==> src/rtl/lcd_hd44780_ctrl_if.sv <==
// Request stream into the HD44780 controller: a valid/ready handshake
// plus the command fields that are latched when a transfer occurs.
interface lcd_hd44780_ctrl_if;
  logic       req_valid;
  logic       req_ready;
  logic [1:0] req_cmd;
  logic [7:0] req_data;
  logic [1:0] req_row;
  logic [5:0] req_col;

  modport master (output req_valid, req_cmd, req_data, req_row, req_col,
                  input  req_ready);
  modport slave  (input  req_valid, req_cmd, req_data, req_row, req_col,
                  output req_ready);
endinterface

==> src/rtl/lcd_hd44780_ctrl.sv <==
// HD44780 character-LCD controller running on the system clock.
// Power-up wait, fixed init sequence, then request-driven transfers with
// programmable EN pulse width and settle times; tracks the cursor for a
// ROWS x COLS panel. Optional feature: LCD_AUTOWRAP_EN moves the cursor
// to the start of the next row after a write in the last column.
module lcd_hd44780_ctrl #(
  parameter int ROWS              = 2,
  parameter int COLS              = 16,
  parameter int PWRUP_CYCLES      = 750000,
  parameter int EN_CYCLES         = 16,
  parameter int WAIT_CYCLES       = 2500,
  parameter int CLEAR_WAIT_CYCLES = 82000
) (
  input  logic                 clock,
  input  logic                 reset,
  lcd_hd44780_ctrl_if.slave    req,
  output logic                 done,
  output logic                 init_done,
  output logic [1:0]           cur_row,
  output logic [5:0]           cur_col,
  output logic                 LCD_ON,
  output logic                 LCD_BLON,
  output logic                 LCD_RW,
  output logic                 LCD_EN,
  output logic                 LCD_RS,
  output logic [7:0]           LCD_DATA
);

  typedef enum logic [2:0] {PWRUP, INIT, IDLE, ISSUE, EN_HIGH, SETTLE} state_t;

  // Latched request; wrap marks the internal follow-up set-cursor transfer.
  typedef struct packed {
    logic [1:0] cmd;
    logic [1:0] row;
    logic [5:0] col;
    logic       wrap;
  } job_t;

  localparam logic [1:0]  CMD_CHAR = 2'b00;
  localparam logic [1:0]  CMD_CUR  = 2'b01;
  localparam logic [1:0]  CMD_CLR  = 2'b10;

  localparam logic [19:0] PWRUP_L  = 20'(PWRUP_CYCLES - 1);
  localparam logic [19:0] EN_L     = 20'(EN_CYCLES - 1);
  localparam logic [19:0] WAIT_L   = 20'(WAIT_CYCLES - 1);
  localparam logic [19:0] CLR_L    = 20'(CLEAR_WAIT_CYCLES - 1);
  localparam logic [1:0]  ROW_MAX  = 2'(ROWS - 1);
  localparam logic [5:0]  COL_MAX  = 6'(COLS - 1);
  localparam logic [6:0]  COLS_A   = 7'(COLS);

  // DDRAM set-address command for a row/column pair.
  function automatic logic [7:0] cur_byte(input logic [1:0] r, input logic [5:0] c);
    logic [6:0] base;
    case (r)
      2'd0:    base = 7'h00;
      2'd1:    base = 7'h40;
      2'd2:    base = COLS_A;
      default: base = 7'h40 + COLS_A;
    endcase
    return {1'b1, base + {1'b0, c}};
  endfunction

  function automatic logic [7:0] init_byte(input logic [1:0] i);
    case (i)
      2'd0:    return 8'h38;
      2'd1:    return 8'h0C;
      2'd2:    return 8'h01;
      default: return 8'h06;
    endcase
  endfunction

  state_t      state_q, state_d;
  logic [19:0] cnt_q, cnt_d;
  job_t        job_q;
  logic [1:0]  init_idx;

  logic        ld, ld_rs, accept, fin, wrap_go, init_adv, init_fin;
  logic [7:0]  ld_data;
  logic        rq_rs, wrap_need, is_clr;
  logic [7:0]  rq_byte;
  logic [1:0]  rq_row, next_row;
  logic [5:0]  rq_col;

  assign req.req_ready = (state_q == IDLE);
  assign LCD_EN        = (state_q == EN_HIGH);
  assign LCD_ON        = 1'b1;
  assign LCD_BLON      = 1'b0;
  assign LCD_RW        = 1'b0;

  assign rq_row   = (req.req_row > ROW_MAX) ? ROW_MAX : req.req_row;
  assign rq_col   = (req.req_col > COL_MAX) ? COL_MAX : req.req_col;
  assign next_row = (cur_row == ROW_MAX) ? 2'd0 : cur_row + 2'd1;
  assign is_clr   = !LCD_RS && (LCD_DATA == 8'h01);

`ifdef LCD_AUTOWRAP_EN
  assign wrap_need = (job_q.cmd == CMD_CHAR) && !job_q.wrap && (cur_col == COL_MAX);
`else
  assign wrap_need = 1'b0;
`endif

  // Bus byte and RS for the incoming request.
  always_comb begin
    rq_rs   = 1'b0;
    rq_byte = req.req_data;
    case (req.req_cmd)
      CMD_CHAR: rq_rs   = 1'b1;
      CMD_CUR:  rq_byte = cur_byte(rq_row, rq_col);
      CMD_CLR:  rq_byte = 8'h01;
      default:  ;
    endcase
  end

  // State and shared wait counter.
  always_ff @(posedge clock or posedge reset) begin
    if (reset) begin
      state_q <= PWRUP;
      cnt_q   <= PWRUP_L;
    end else begin
      state_q <= state_d;
      cnt_q   <= cnt_d;
    end
  end

  // Next state, counter reloads and datapath strobes.
  always_comb begin
    state_d  = state_q;
    cnt_d    = cnt_q;
    ld       = 1'b0;
    ld_rs    = 1'b0;
    ld_data  = 8'h00;
    accept   = 1'b0;
    fin      = 1'b0;
    wrap_go  = 1'b0;
    init_adv = 1'b0;
    init_fin = 1'b0;
    case (state_q)
      PWRUP:
        if (cnt_q == 20'd0) state_d = INIT;
        else                cnt_d   = cnt_q - 20'd1;
      INIT: begin
        ld      = 1'b1;
        ld_data = init_byte(init_idx);
        state_d = ISSUE;
      end
      IDLE:
        if (req.req_valid) begin
          accept  = 1'b1;
          ld      = 1'b1;
          ld_rs   = rq_rs;
          ld_data = rq_byte;
          state_d = ISSUE;
        end
      ISSUE: begin
        cnt_d   = EN_L;
        state_d = EN_HIGH;
      end
      EN_HIGH:
        if (cnt_q == 20'd0) begin
          cnt_d   = is_clr ? CLR_L : WAIT_L;
          state_d = SETTLE;
        end else begin
          cnt_d = cnt_q - 20'd1;
        end
      SETTLE:
        if (cnt_q != 20'd0) begin
          cnt_d = cnt_q - 20'd1;
        end else if (!init_done) begin
          if (init_idx == 2'd3) begin
            init_fin = 1'b1;
            state_d  = IDLE;
          end else begin
            init_adv = 1'b1;
            ld       = 1'b1;
            ld_data  = init_byte(init_idx + 2'd1);
            state_d  = ISSUE;
          end
        end else if (wrap_need) begin
          wrap_go = 1'b1;
          ld      = 1'b1;
          ld_data = cur_byte(next_row, 6'd0);
          state_d = ISSUE;
        end else begin
          fin     = 1'b1;
          state_d = IDLE;
        end
      default: state_d = PWRUP;
    endcase
  end

  // Bus registers, request latch, init progress and cursor tracking.
  always_ff @(posedge clock or posedge reset) begin
    if (reset) begin
      LCD_RS    <= 1'b0;
      LCD_DATA  <= 8'h00;
      done      <= 1'b0;
      init_done <= 1'b0;
      init_idx  <= 2'd0;
      cur_row   <= 2'd0;
      cur_col   <= 6'd0;
      job_q     <= '0;
    end else begin
      done <= fin;
      if (ld) begin
        LCD_RS   <= ld_rs;
        LCD_DATA <= ld_data;
      end
      if (accept)
        job_q <= '{cmd: req.req_cmd, row: rq_row, col: rq_col, wrap: 1'b0};
      if (wrap_go) begin
        job_q.wrap <= 1'b1;
        job_q.row  <= next_row;
        job_q.col  <= 6'd0;
      end
      if (init_adv) init_idx  <= init_idx + 2'd1;
      if (init_fin) init_done <= 1'b1;
      if (fin) begin
        if (job_q.wrap || job_q.cmd == CMD_CUR) begin
          cur_row <= job_q.row;
          cur_col <= job_q.col;
        end else if (job_q.cmd == CMD_CHAR) begin
          cur_col <= (cur_col == COL_MAX) ? 6'd0 : cur_col + 6'd1;
        end else if (job_q.cmd == CMD_CLR) begin
          cur_row <= 2'd0;
          cur_col <= 6'd0;
        end
      end
    end
  end

endmodule
==> src/flat_wrapper.sv <==
// flat-port wrapper written by rule: the top's interface ports become plain ports
module lcd_hd44780_ctrl_flat 
#(
  parameter int ROWS              = 2,
  parameter int COLS              = 16,
  parameter int PWRUP_CYCLES      = 750000,
  parameter int EN_CYCLES         = 16,
  parameter int WAIT_CYCLES       = 2500,
  parameter int CLEAR_WAIT_CYCLES = 82000
)
  (clock, reset, done, init_done, cur_row, cur_col, LCD_ON, LCD_BLON, LCD_RW, LCD_EN, LCD_RS, LCD_DATA, req_req_valid, req_req_cmd, req_req_data, req_req_row, req_req_col, req_req_ready);
  lcd_hd44780_ctrl_if req_i ();
  input  logic clock;
  input  logic reset;
  output logic done;
  output logic init_done;
  output logic [1:0] cur_row;
  output logic [5:0] cur_col;
  output logic LCD_ON;
  output logic LCD_BLON;
  output logic LCD_RW;
  output logic LCD_EN;
  output logic LCD_RS;
  output logic [7:0] LCD_DATA;
  input wire logic [$bits(req_i.req_valid)-1:0] req_req_valid;
  input wire logic [$bits(req_i.req_cmd)-1:0] req_req_cmd;
  input wire logic [$bits(req_i.req_data)-1:0] req_req_data;
  input wire logic [$bits(req_i.req_row)-1:0] req_req_row;
  input wire logic [$bits(req_i.req_col)-1:0] req_req_col;
  output wire logic [$bits(req_i.req_ready)-1:0] req_req_ready;
  assign req_i.req_valid = req_req_valid;
  assign req_i.req_cmd = req_req_cmd;
  assign req_i.req_data = req_req_data;
  assign req_i.req_row = req_req_row;
  assign req_i.req_col = req_req_col;
  assign req_req_ready = req_i.req_ready;
  lcd_hd44780_ctrl #(.ROWS(ROWS), .COLS(COLS), .PWRUP_CYCLES(PWRUP_CYCLES), .EN_CYCLES(EN_CYCLES), .WAIT_CYCLES(WAIT_CYCLES), .CLEAR_WAIT_CYCLES(CLEAR_WAIT_CYCLES)) u_core (.clock(clock), .reset(reset), .req(req_i), .done(done), .init_done(init_done), .cur_row(cur_row), .cur_col(cur_col), .LCD_ON(LCD_ON), .LCD_BLON(LCD_BLON), .LCD_RW(LCD_RW), .LCD_EN(LCD_EN), .LCD_RS(LCD_RS), .LCD_DATA(LCD_DATA));
endmodule
==> config.mk <==
export PLATFORM = sky130hd
export DESIGN_NAME = lcd_hd44780_ctrl_flat
export DESIGN_NICKNAME = d
export VERILOG_FILES = /design/src/rtl/lcd_hd44780_ctrl_if.sv /design/src/rtl/lcd_hd44780_ctrl.sv /design/src/flat_wrapper.sv
export SDC_FILE = /design/constraint.sdc
export NUM_CORES = 1
export LEC_CHECK = 0
export CORE_UTILIZATION = 43
export DETAILED_ROUTE_END_ITERATION = 16
export PLACE_DENSITY = 0.66
export SYNTH_ARGS = -nofsm -noshare
export SYNTH_HDL_FRONTEND = slang
export SYNTH_SLANG_ARGS = --single-unit
==> constraint.sdc <==
create_clock -name clock -period 2.7 [get_ports clock]
set_input_delay 0.54 -clock clock [delete_from_list [all_inputs] [get_ports clock]]
set_output_delay 0.54 -clock clock [all_outputs]
set_load 0.005 [all_outputs]
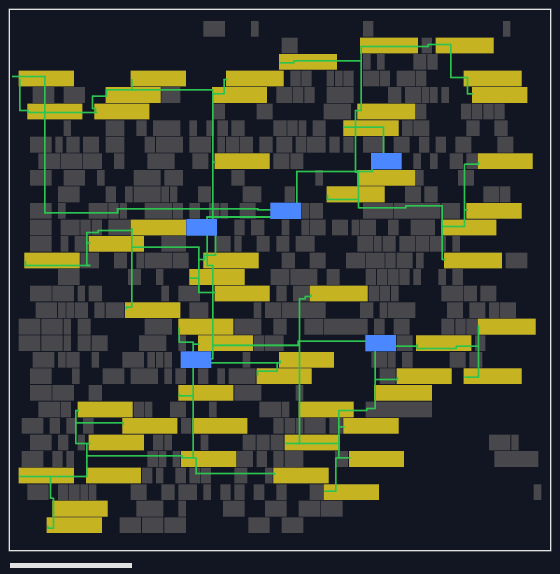
*Clock wires, drivers and flops, run 1*
The bar under the picture is 20 um long.
[green] clock wires | length: 660 um
[blue] clock drivers | count: 5
[yellow] flip-flops | count: 54
routed clock nets: 6

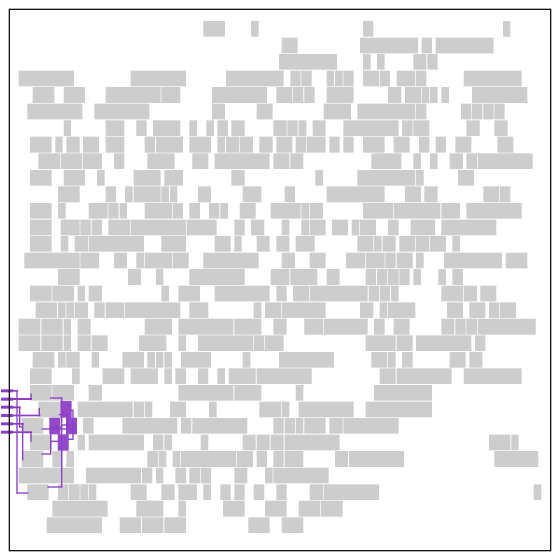
*Wires at chosen ports, followed through buffers, run 1*
[purple] req_req_col | direction: input | end cells: 4 | buffers: 6 | wire: 89.9 um
I/O pin total: 45
Port Buffers: 41

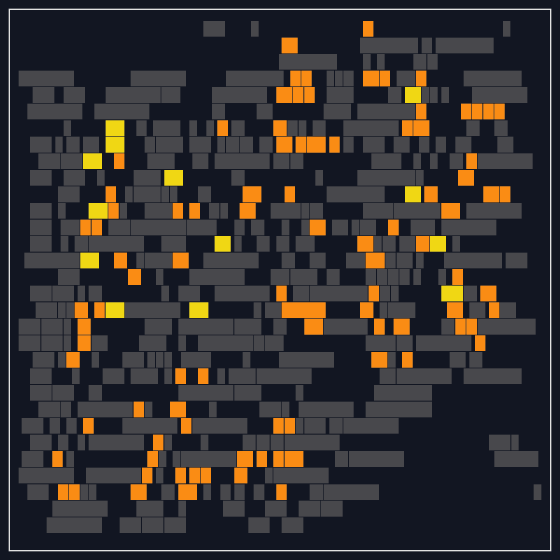
*Gate-type map, run 1*
[orange] aoi and oai cells | cells: 93 | where: all over the die
[yellow] non-inverting ao/oa cells | cells: 13
logic share of the area: 43.3%
fin cells: 503

-- run 1: final cells by class --
cell class / count / area, um2 / area share, %
clock buffers: 7 / 86.3 / 2.20
clock inverters: 1 / 30.0 / 0.765
inverters: 22 / 82.6 / 2.10
multi-input cells: 266 / 1700 / 43.3
flip-flops and latches: 54 / 1370 / 34.9
well taps: 99 / 124 / 3.16
repair buffers: 54 / 533 / 13.6
-- run 1: metal layers --
layer | share of wire (%) | wire [um]
met5 | 0 | 0
met4 | 0.21 | 16
met3 | 5.5 | 411
met2 | 48 | 3600
met1 | 46 | 3490
-- run 1: cells in the final DEF, fill, tap and decap left out, drive strengths merged, types with 7 or more instances in the layout --
cell / n
clkdlybuf4s50: 41
dfrtp: 41
nor2: 30
a21oi: 28
o21ai: 28
inv: 22
nand2: 20
nor3: 17
ha: 16
dfstp: 13
buf: 13
nor2b: 10
nand3: 9
or4: 9
o31ai: 7
clkbuf: 7
-- run 1: per-stage QoR --
step | utilization (%) | power [mW] | cells | setup slack, ps | cell area (um2)
after floorplan | - | 0.888 | 361 | 307 | 3250
after global placement | 52.5 | 0.936 | 495 | 232 | 3810
after detailed placement | 52.5 | 0.937 | 495 | 218 | 3810
after CTS | 54.1 | 1.50 | 503 | 186 | 3920
after global routing | 54.1 | 1.55 | 503 | 26.0 | 3920
final | 54.1 | 1.48 | 503 | 202 | 3920
-- run 1: cells by family after synthesis --
logic type      count (synthesis)  synth area share [%]
simple gates                  132                  22.7
compound gates                106                  20.9
flops                          54                  42.2
buf+inv                        41                  5.60
fa+ha+maj                      16                  6.18
mux                             6                  1.89
other cells                     2                 0.232
xor+xnor                        1                 0.271
-- run 1: tightest hold or removal path, delay by kind of cell (launching register included) --
family | cells | cell delay, ps
DFF | 1 | 380
AOI/OAI and AO/OA | 1 | 60
and+or+nand+nor | 1 | 50
-- run 1: power by group through the flow --
| stage | sequential (mW) | combinational (mW) | clock [mW] |
|---|---|---|---|
| final | 0.820 | 0.101 | 0.564 |
| after global routing | 0.821 | 0.115 | 0.618 |
| after CTS | 0.820 | 0.102 | 0.577 |
| after detailed placement | 0.835 | 0.102 | 0 |
| after global placement | 0.835 | 0.101 | 0 |
| after floorplan | 0.834 | 0.0546 | 0 |
-- run 1: flip-flops by register name (all words and copies together) (netlist names) --
register          cells
u_core.init_done      1
u_core.job_q         10
u_core.init_idx       2
u_core.cur_col        6
u_core.cur_row        2
u_core.done           1
u_core.state_q        3
u_core.LCD_RS         1
u_core.cnt_q         20
u_core.LCD_DATA       8
-- run 1: final timing paths --
check                                             start                      endpoint
setup / recovery            u_core.cnt_q[0]$_DFFE_PP1P_  u_core.cnt_q[10]$_DFFE_PP0P_
hold / removal             u_core.cnt_q[14]$_DFFE_PP1P_  u_core.cnt_q[14]$_DFFE_PP1P_
setup reg to reg            u_core.cnt_q[0]$_DFFE_PP1P_  u_core.cnt_q[10]$_DFFE_PP0P_
hold reg to reg            u_core.cnt_q[14]$_DFFE_PP1P_  u_core.cnt_q[14]$_DFFE_PP1P_
max in group asynchronous                         reset  u_core.cnt_q[16]$_DFFE_PP1P_
min in group asynchronous                         reset  u_core.cnt_q[11]$_DFFE_PP0P_
==> metrics.csv, run 1 <==
stage;metric;value;unit
status;status;complete, no violations;
global_route;M1 GR Usage;28.6;%
global_route;GRT Max-Usage Layer;met2;
logic_synthesis;EDFF count, synth;0;
job;Max Cap Viol;0;
clocking;Worst-path clk slew;90;ps
global_route;met2 Usage GRT;34.1;%
logic_synthesis;Post-synth ARST share;100;%
global_route;grt total ovfl;0;
logic_synthesis;most frequent cells after synthesis;dfrtp_1, nor2_1, a21oi_1;
place;HPWL after DPL;5530;um
worst_setup_path;register-to-register setup slack;200;ps
logic_synthesis;Top cell area share;31.7;%
logic_synthesis;area figure in the yosys stat output;0.00324;mm2
power;Pleak;1.68;nW
logic_synthesis;mapped cell area;0.00324;mm2
worst_setup_path;CP Class;flip-flop to flip-flop;
finish;area grow syn2layout;21.2;%
worst_setup_path;CP Depth;8;
timing;final setup TNS;0;ps
logic_synthesis;Flops after synth;54;
finish;share of cells above drive strength 1;10.4;%
logic_synthesis;sequential share of the synthesized area;42.2;%
logic_synthesis;Syn Area/Cell;9.04;um2
logic_synthesis;top-count cell post-synth;dfrtp_1;
logic_synthesis;Cell area leaders;dfrtp_1, dfstp_2, ha_1, a21oi_1, nor2_1;
min_path;worst hold path class;flip-flop to flip-flop;
job;tally of OpenROAD warnings;36;
finish;final net count;440;
routing;DRC errors left;0;
floorplan;die area;0.00788;mm2
power;Clock Power Share;38.0;%
clocking;PostCTS Resize Cnt;0;
worst_setup_path;WP data required;2930;ps
routing;via count;2838;
clocking;hold buffer count at CTS;0;
global_route;met3 Resource Use GR;5.13;%
timing;Max Fclk;400;MHz
finish;Fill cells;705;
finish;Antenna diodes;0;
timing;worst hold margin;496;ps
### The clock network, run 1

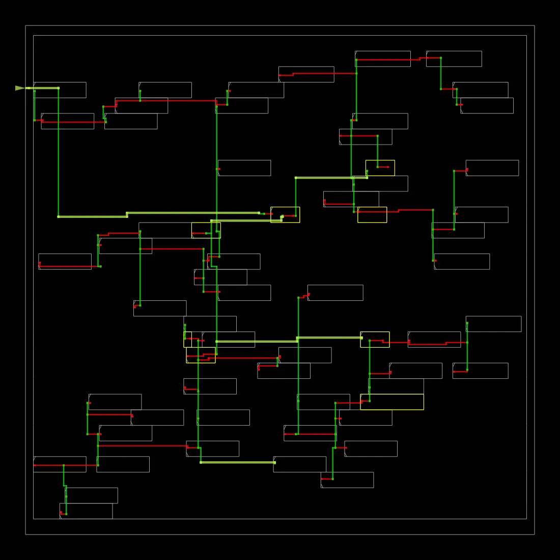

==> run 2: changes to the inputs <==
- CORE_MARGIN: default -> 3
- SKIP_CTS_REPAIR_TIMING: default -> 1
- SKIP_LAST_GASP: default -> 1
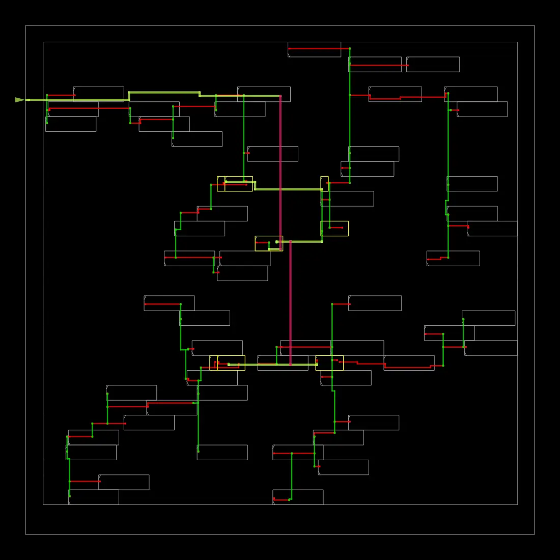
*The clock network, run 2*
Flops: 54
CTS sink cnt: 54
Clock buffer cells: 8

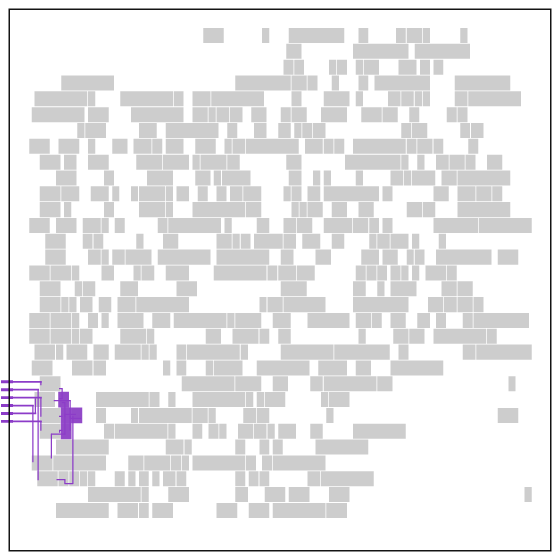
*Wires at chosen ports, followed through buffers, run 2*
[purple] req_req_col | direction: input | end cells: 4 | buffers: 6 | wire: 103 um

==> metrics.csv, run 2 <==
stage;metric;value;unit;change
worst_setup_path;WP data required;2160;ps;-770 ps
logic_synthesis;top-count cell post-synth;dfrtp_1;;
logic_synthesis;mapped cell area;0.00324;mm2;unchanged
floorplan;die area;0.00861;mm2;+9.2%
global_route;All-Layer GR Usage;18.5;%;
timing;Setup WS post-layout;202;ps;+0.510 ps
place;Port Buffers;41;;unchanged
place;Placer Congestion;0.832;;
min_path;Hold Path Sink;u_core.cnt_q[14]$_DFFE_PP1P_;;
floorplan;Init Core Util;44.4;%;
logic_synthesis;Ys Warns;0;;
logic_synthesis;number of cells in Yosys stat;358;;
finish;Top reg by flops;u_core.cnt_q;;
finish;fin cells;506;;+0.60%
finish;area grow syn2layout;20.4;%;
power;Pleak;1.67;nW;-0.58%
logic_synthesis;Post-synth ARST share;100;%;unchanged
finish;Largest regs;u_core.cnt_q (20), u_core.job_q (10), u_core.LCD_DATA (8);;
logic_synthesis;Syn Area/Cell;9.04;um2;unchanged
place;Post-DP Area;0.00381;mm2;about the same
logic_synthesis;Flops after synth;54;;unchanged
logic_synthesis;area figure in the yosys stat output;0.00324;mm2;unchanged
floorplan;CORE AREA;0.00729;mm2;
worst_setup_path;Crit Reg-Reg Startpoint;u_core.cnt_q[0]$_DFFE_PP1P_;;
worst_setup_path;register-to-register setup slack;220;ps;+20 ps
finish;Antenna diodes;0;;unchanged
logic_synthesis;Cell area leaders;dfrtp_1, dfstp_2, ha_1, a21oi_1, nor2_1;;
clocking;Worst-path clk slew;90;ps;about the same
worst_setup_path;Top delay family on crit path;simple AND/OR/NAND/NOR gates;;
finish;final net count;443;;+0.68%
clocking;TritonCTS clock tree;built;;
timing;worst hold margin;497;ps;+1.04 ps
timing;clock skew;5.11;ps;
worst_setup_path;worst reg2reg endpoint;u_core.cnt_q[10]$_DFFE_PP0P_;;
job;tally of OpenROAD warnings;36;;unchanged
logic_synthesis;EDFF count, synth;0;;unchanged
logic_synthesis;sequential share of the synthesized area;42.2;%;unchanged
timing;Max Fclk;400;MHz;about the same
routing;drt first-iter violations;173;;
min_path;worst hold path class;flip-flop to flip-flop;;
routing;DRC errors left;0;;unchanged
worst_setup_path;Crit. End Element;output port;;
finish;max FFs per register;20;;unchanged
power;Overall Power;1.34;mW;-9.5%
worst_setup_path;CP startpoint kind;flip-flop;;
job;Max Cap Viol;0;;unchanged
finish;Top Layout Cells;clkdlybuf4s50_1, dfrtp_1, nor2_1, a21oi_1, o21ai_0;;
min_path;Hold Crit Start;u_core.cnt_q[14]$_DFFE_PP1P_;;
global_route;grt total ovfl;0;;unchanged
place;post-placement setup slack;178;ps;-40.2 ps
finish;Util after Layout;53.4;%;-0.65 points
status;status;complete, no violations;;
routing;via count;2800;;-1.3%
finish;Final Cell Area;0.00390;mm2;-0.67%
logic_synthesis;Synth area leader;dfrtp_1;;
logic_synthesis;most frequent cells after synthesis;dfrtp_1, nor2_1, a21oi_1;;
logic_synthesis;post-synthesis cell count;358;;
floorplan;I/O pin total;45;;unchanged
finish;Fill cells;688;;-2.4%
logic_synthesis;Top cell area share;31.7;%;unchanged
place;HPWL after DPL;5730;um;+3.6%
timing;cycle use final;92.5;%;
finish;share of cells above drive strength 1;10.6;%;+0.17 points
worst_setup_path;CP Class;flip-flop to output port;;
timing;final setup TNS;0;ps;unchanged
place;placed cells;497;;+0.40%
worst_setup_path;slowest CP cell;clkdlybuf4s50_1;;
run 2: worst min-delay path, delay by kind of cell (launching register included):
kind	cells	cell delay, ps
flops	1	380
compound gates	1	70
simple gates	1	50
run 2: power breakdown:
| group | internal (mW) | switching [mW] | total, mW | leakage (nW) |
|---|---|---|---|---|
| Combinational | 0.0478 | 0.0518 | 0.0996 | 0.968 |
| Sequential | 0.816 | 0.00390 | 0.819 | 0.661 |
| Clock | 0.185 | 0.239 | 0.424 | 0.0395 |
| Total | 1.05 | 0.295 | 1.34 | 1.67 |
run 2: area by class of cell:
class	count	area, um2	share of cell area [%]
repair buffers	57	543	13.9
multi-input cells	266	1700	43.6
inverters	22	82.6	2.12
well taps	99	124	3.18
clock buffers	8	80.1	2.05
flip-flops and latches	54	1370	35.1
run 2: layer usage:
layer	up-vias	track usage, %	part of all wire [%]
met5	-	0	0
met2	69	30.0	47
met3	6	3.57	6.1
li1	1394	-	-
met4	0	4.03	0.95
met1	1331	25.6	46
run 2: worst max path at each step:
stage	start	endpoint	cells after the start
after CTS	u_core.cnt_q[15]$_DFFE_PP0P_	u_core.cur_col[5]$_DFFE_PP0P_	7
after detailed placement	u_core.cnt_q[15]$_DFFE_PP0P_	u_core.cur_col[4]$_DFFE_PP0P_	7
after global routing	u_core.cnt_q[15]$_DFFE_PP0P_	u_core.LCD_DATA[5]$_DFFE_PP0P_	8
after global placement	u_core.cnt_q[15]$_DFFE_PP0P_	u_core.cur_col[5]$_DFFE_PP0P_	7
after floorplan	u_core.cnt_q[6]$_DFFE_PP0P_	u_core.cnt_q[16]$_DFFE_PP1P_	8
final	u_core.state_q[2]$_DFFE_PP0P_	LCD_EN	3
run 2: cells by family (layout without fill, tap and decap cells):
family                     after synthesis  count (layout)  share of synthesized area, %
AOI/OAI and AO/OA                      106             106                          20.9
adders and majority gates               16              16                          6.18
buffers and inverters                   41              87                          5.60
xor gates and xnor gates                 1               1                         0.271
DFF                                     54              54                          42.2
other                                    2               5                         0.232
and+or+nand+nor                        132             132                          22.7
muxes                                    6               6                          1.89
### Clock wires, drivers and flops, run 2

The bar under the picture is 20 um long.
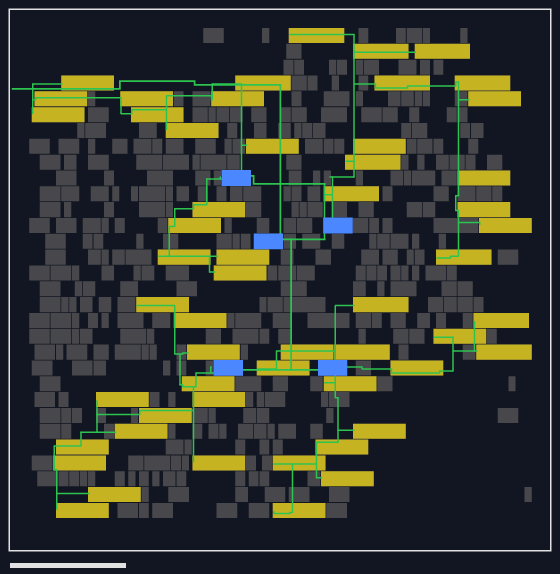

==> run 3: changes to the inputs <==
- MAX_ROUTING_LAYER: default -> met4
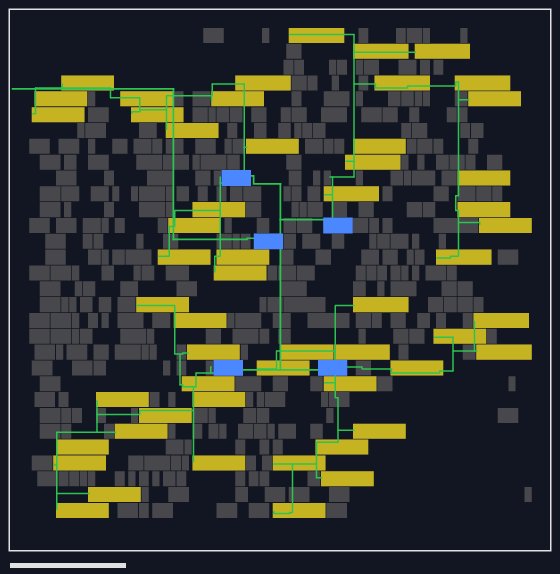
*Clock wires, drivers and flops, run 3*
The bar under the picture is 20 um long.
[green] clock wires | length: 598 um
[blue] clock drivers | count: 5
[yellow] flip-flops | count: 54
routed clock nets: 6
flops lie: all over the die

==> metrics.csv, run 3 <==
stage;metric;value;unit;change
routing;metal2 WL;3510;um;-0.82%
power;logic gate share of total power;7.4;%;about the same
finish;total area of multi-input combinational cells;0.00170;mm2;unchanged
logic_synthesis;most frequent cells after synthesis;dfrtp_1, nor2_1, a21oi_1;;
floorplan;I/O pin total;45;;unchanged
routing;M1 wire length;3610;um;+2.8%
worst_setup_path;Crit. End Element;output port;;
floorplan;CORE AREA;0.00729;mm2;unchanged
finish;Top Layout Cells;clkdlybuf4s50_1, dfrtp_1, nor2_1, a21oi_1, o21ai_0;;
global_route;antenna violations before repair;0;;
worst_setup_path;CP Class;flip-flop to output port;;
logic_synthesis;sequential share of the synthesized area;42.2;%;unchanged
power;switch share;22.0;%;+0.046 points
power;internal power;1.05;mW;about the same
job;tally of OpenROAD warnings;36;;unchanged
worst_setup_path;register-to-register setup slack;220;ps;about the same
logic_synthesis;Top cell area share;31.7;%;unchanged
logic_synthesis;top-count cell post-synth;dfrtp_1;;
place;Port Buffers;41;;unchanged
worst_setup_path;worst reg2reg endpoint;u_core.cnt_q[10]$_DFFE_PP0P_;;
logic_synthesis;Ys Warns;0;;unchanged
worst_setup_path;WP data required;2160;ps;about the same
logic_synthesis;area figure in the yosys stat output;0.00324;mm2;unchanged
finish;Antenna diodes;0;;unchanged
status;status;complete, no violations;;
power;Pleak;1.67;nW;unchanged
timing;worst hold margin;502;ps;+4.62 ps
logic_synthesis;Cell area leaders;dfrtp_1, dfstp_2, ha_1, a21oi_1, nor2_1;;
power;Clock Power Share;31.6;%;about the same
min_path;worst hold path class;flip-flop to flip-flop;;
routing;highest metal used;met4;;
finish;Largest regs;u_core.cnt_q (20), u_core.job_q (10), u_core.LCD_DATA (8);;
timing;final setup TNS;0;ps;unchanged
clocking;Worst-path clk slew;90;ps;about the same
place;HPWL after DPL;5730;um;unchanged
timing;cycle use final;92.2;%;-0.32 points
power;Net Switching;296;uW;+0.27%
finish;final net count;443;;unchanged
global_route;grt total ovfl;0;;unchanged
worst_setup_path;Crit Reg-Reg Startpoint;u_core.cnt_q[0]$_DFFE_PP1P_;;
min_path;Hold Path Sink;u_core.cnt_q[14]$_DFFE_PP1P_;;
finish;share of cells above drive strength 1;10.6;%;unchanged
logic_synthesis;Synth area leader;dfrtp_1;;
timing;Max Fclk;402;MHz;+0.35%
finish;fin cells;506;;unchanged
routing;DRC errors left;0;;unchanged
clocking;CTS sink cnt;54;;unchanged
worst_setup_path;slowest CP cell;clkdlybuf4s50_1;;
finish;Fill cells;688;;unchanged
floorplan;die area;0.00861;mm2;unchanged
place;placed cells;497;;unchanged
logic_synthesis;Syn Area/Cell;9.04;um2;unchanged
finish;Top reg by flops;u_core.cnt_q;;
logic_synthesis;post-synthesis cell count;358;;unchanged
routing;drt pass-1 iters;4;;
power;Sequential Power Share;61.0;%;about the same
clocking;TritonCTS clock tree;built;;
worst_setup_path;Top delay family on crit path;buffers and inverters;;
logic_synthesis;number of cells in Yosys stat;358;;unchanged
global_route;All-Layer GR Usage;18.9;%;+0.42 points
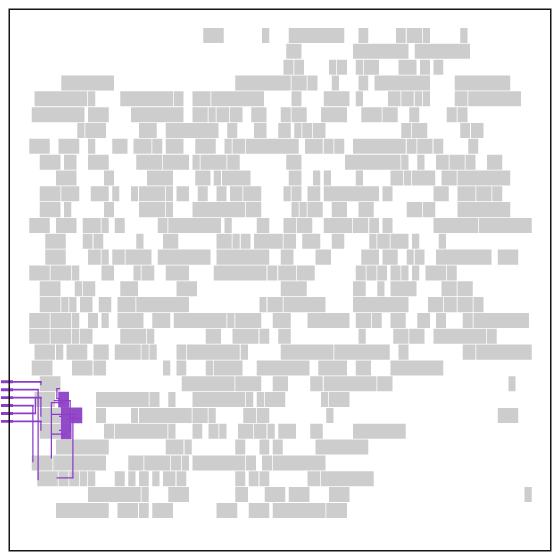
*Wires at chosen ports, followed through buffers, run 3*
[purple] req_req_col | direction: input | end cells: 4 | buffers: 6 | wire: 104 um

run 3: cell counts after synthesis:
Identical to the previous run, type by type.
run 3: worst reg2reg max path: cells and delay by family (launching register included):
kind | cells | cell delay (ps)
AND-OR/OR-AND | 3 | 710
adder cells (fa/ha/maj) | 1 | 190
flip-flops | 1 | 560
AND/OR/NAND/NOR | 2 | 700
buffers and inverters | 2 | 240
run 3: layout make-up:
class | instances | area share (%)
clock buffer | 8 | 2.05
inverter | 22 | 2.12
multi-input combinational | 266 | 43.6
sequential | 54 | 35.1
tap | 99 | 3.18
timing repair buffer | 57 | 13.9
run 3: layer usage:
metal / up-vias / track usage (%)
li1: 1398 / -
met1: 1346 / 25.8
met5: - / -
met4: 0 / 4.03
met2: 66 / 30.0
met3: 10 / 2.92
run 3: worst max path at each step:
stage	startpoint	end	slack [ps]	cells after the start
final	u_core.state_q[2]$_DFFE_PP0P_	LCD_EN	210	3
after CTS	u_core.cnt_q[15]$_DFFE_PP0P_	u_core.cur_col[5]$_DFFE_PP0P_	150	7
after global routing	u_core.cnt_q[0]$_DFFE_PP1P_	u_core.cnt_q[10]$_DFFE_PP0P_	70	8
after global placement	u_core.cnt_q[15]$_DFFE_PP0P_	u_core.cur_col[5]$_DFFE_PP0P_	240	7
after detailed placement	u_core.cnt_q[15]$_DFFE_PP0P_	u_core.cur_col[4]$_DFFE_PP0P_	180	7
after floorplan	u_core.cnt_q[6]$_DFFE_PP0P_	u_core.cnt_q[16]$_DFFE_PP1P_	310	8
run 3: per-stage QoR:
| stage | setup slack [ps] | total power [mW] | util, % | instance area, um2 |
|---|---|---|---|---|
| after floorplan | 307 | 0.888 | - | 3250 |
| after global routing | 66.8 | 1.41 | 53.4 | 3900 |
| final | 211 | 1.34 | 53.4 | 3900 |
| after detailed placement | 178 | 0.935 | 52.2 | 3810 |
| after global placement | 241 | 0.934 | 52.2 | 3810 |
| after CTS | 150 | 1.37 | 53.3 | 3890 |
run 3: logic make-up after synthesis:
kind of cell,Yosys count,synth area share (%)
other,2,0.232
AND-OR/OR-AND,106,20.9
multiplexers,6,1.89
XOR/XNOR,1,0.271
AND/OR/NAND/NOR,132,22.7
flip-flops,54,42.2
buffers and inverters,41,5.60
adder cells (fa/ha/maj),16,6.18
run 3: power by group through the flow:
stage	logic (mW)	clock network [mW]	registers, mW
5_1_grt	0.113	0.477	0.821
4_1_cts	0.101	0.445	0.820
3_3_place_gp	0.0998	0	0.835
6_report	0.0996	0.425	0.819
3_5_place_dp	0.101	0	0.835
2_1_floorplan	0.0546	0	0.834
Power figures rest on the tool's default switching activity, not on a simulated workload.
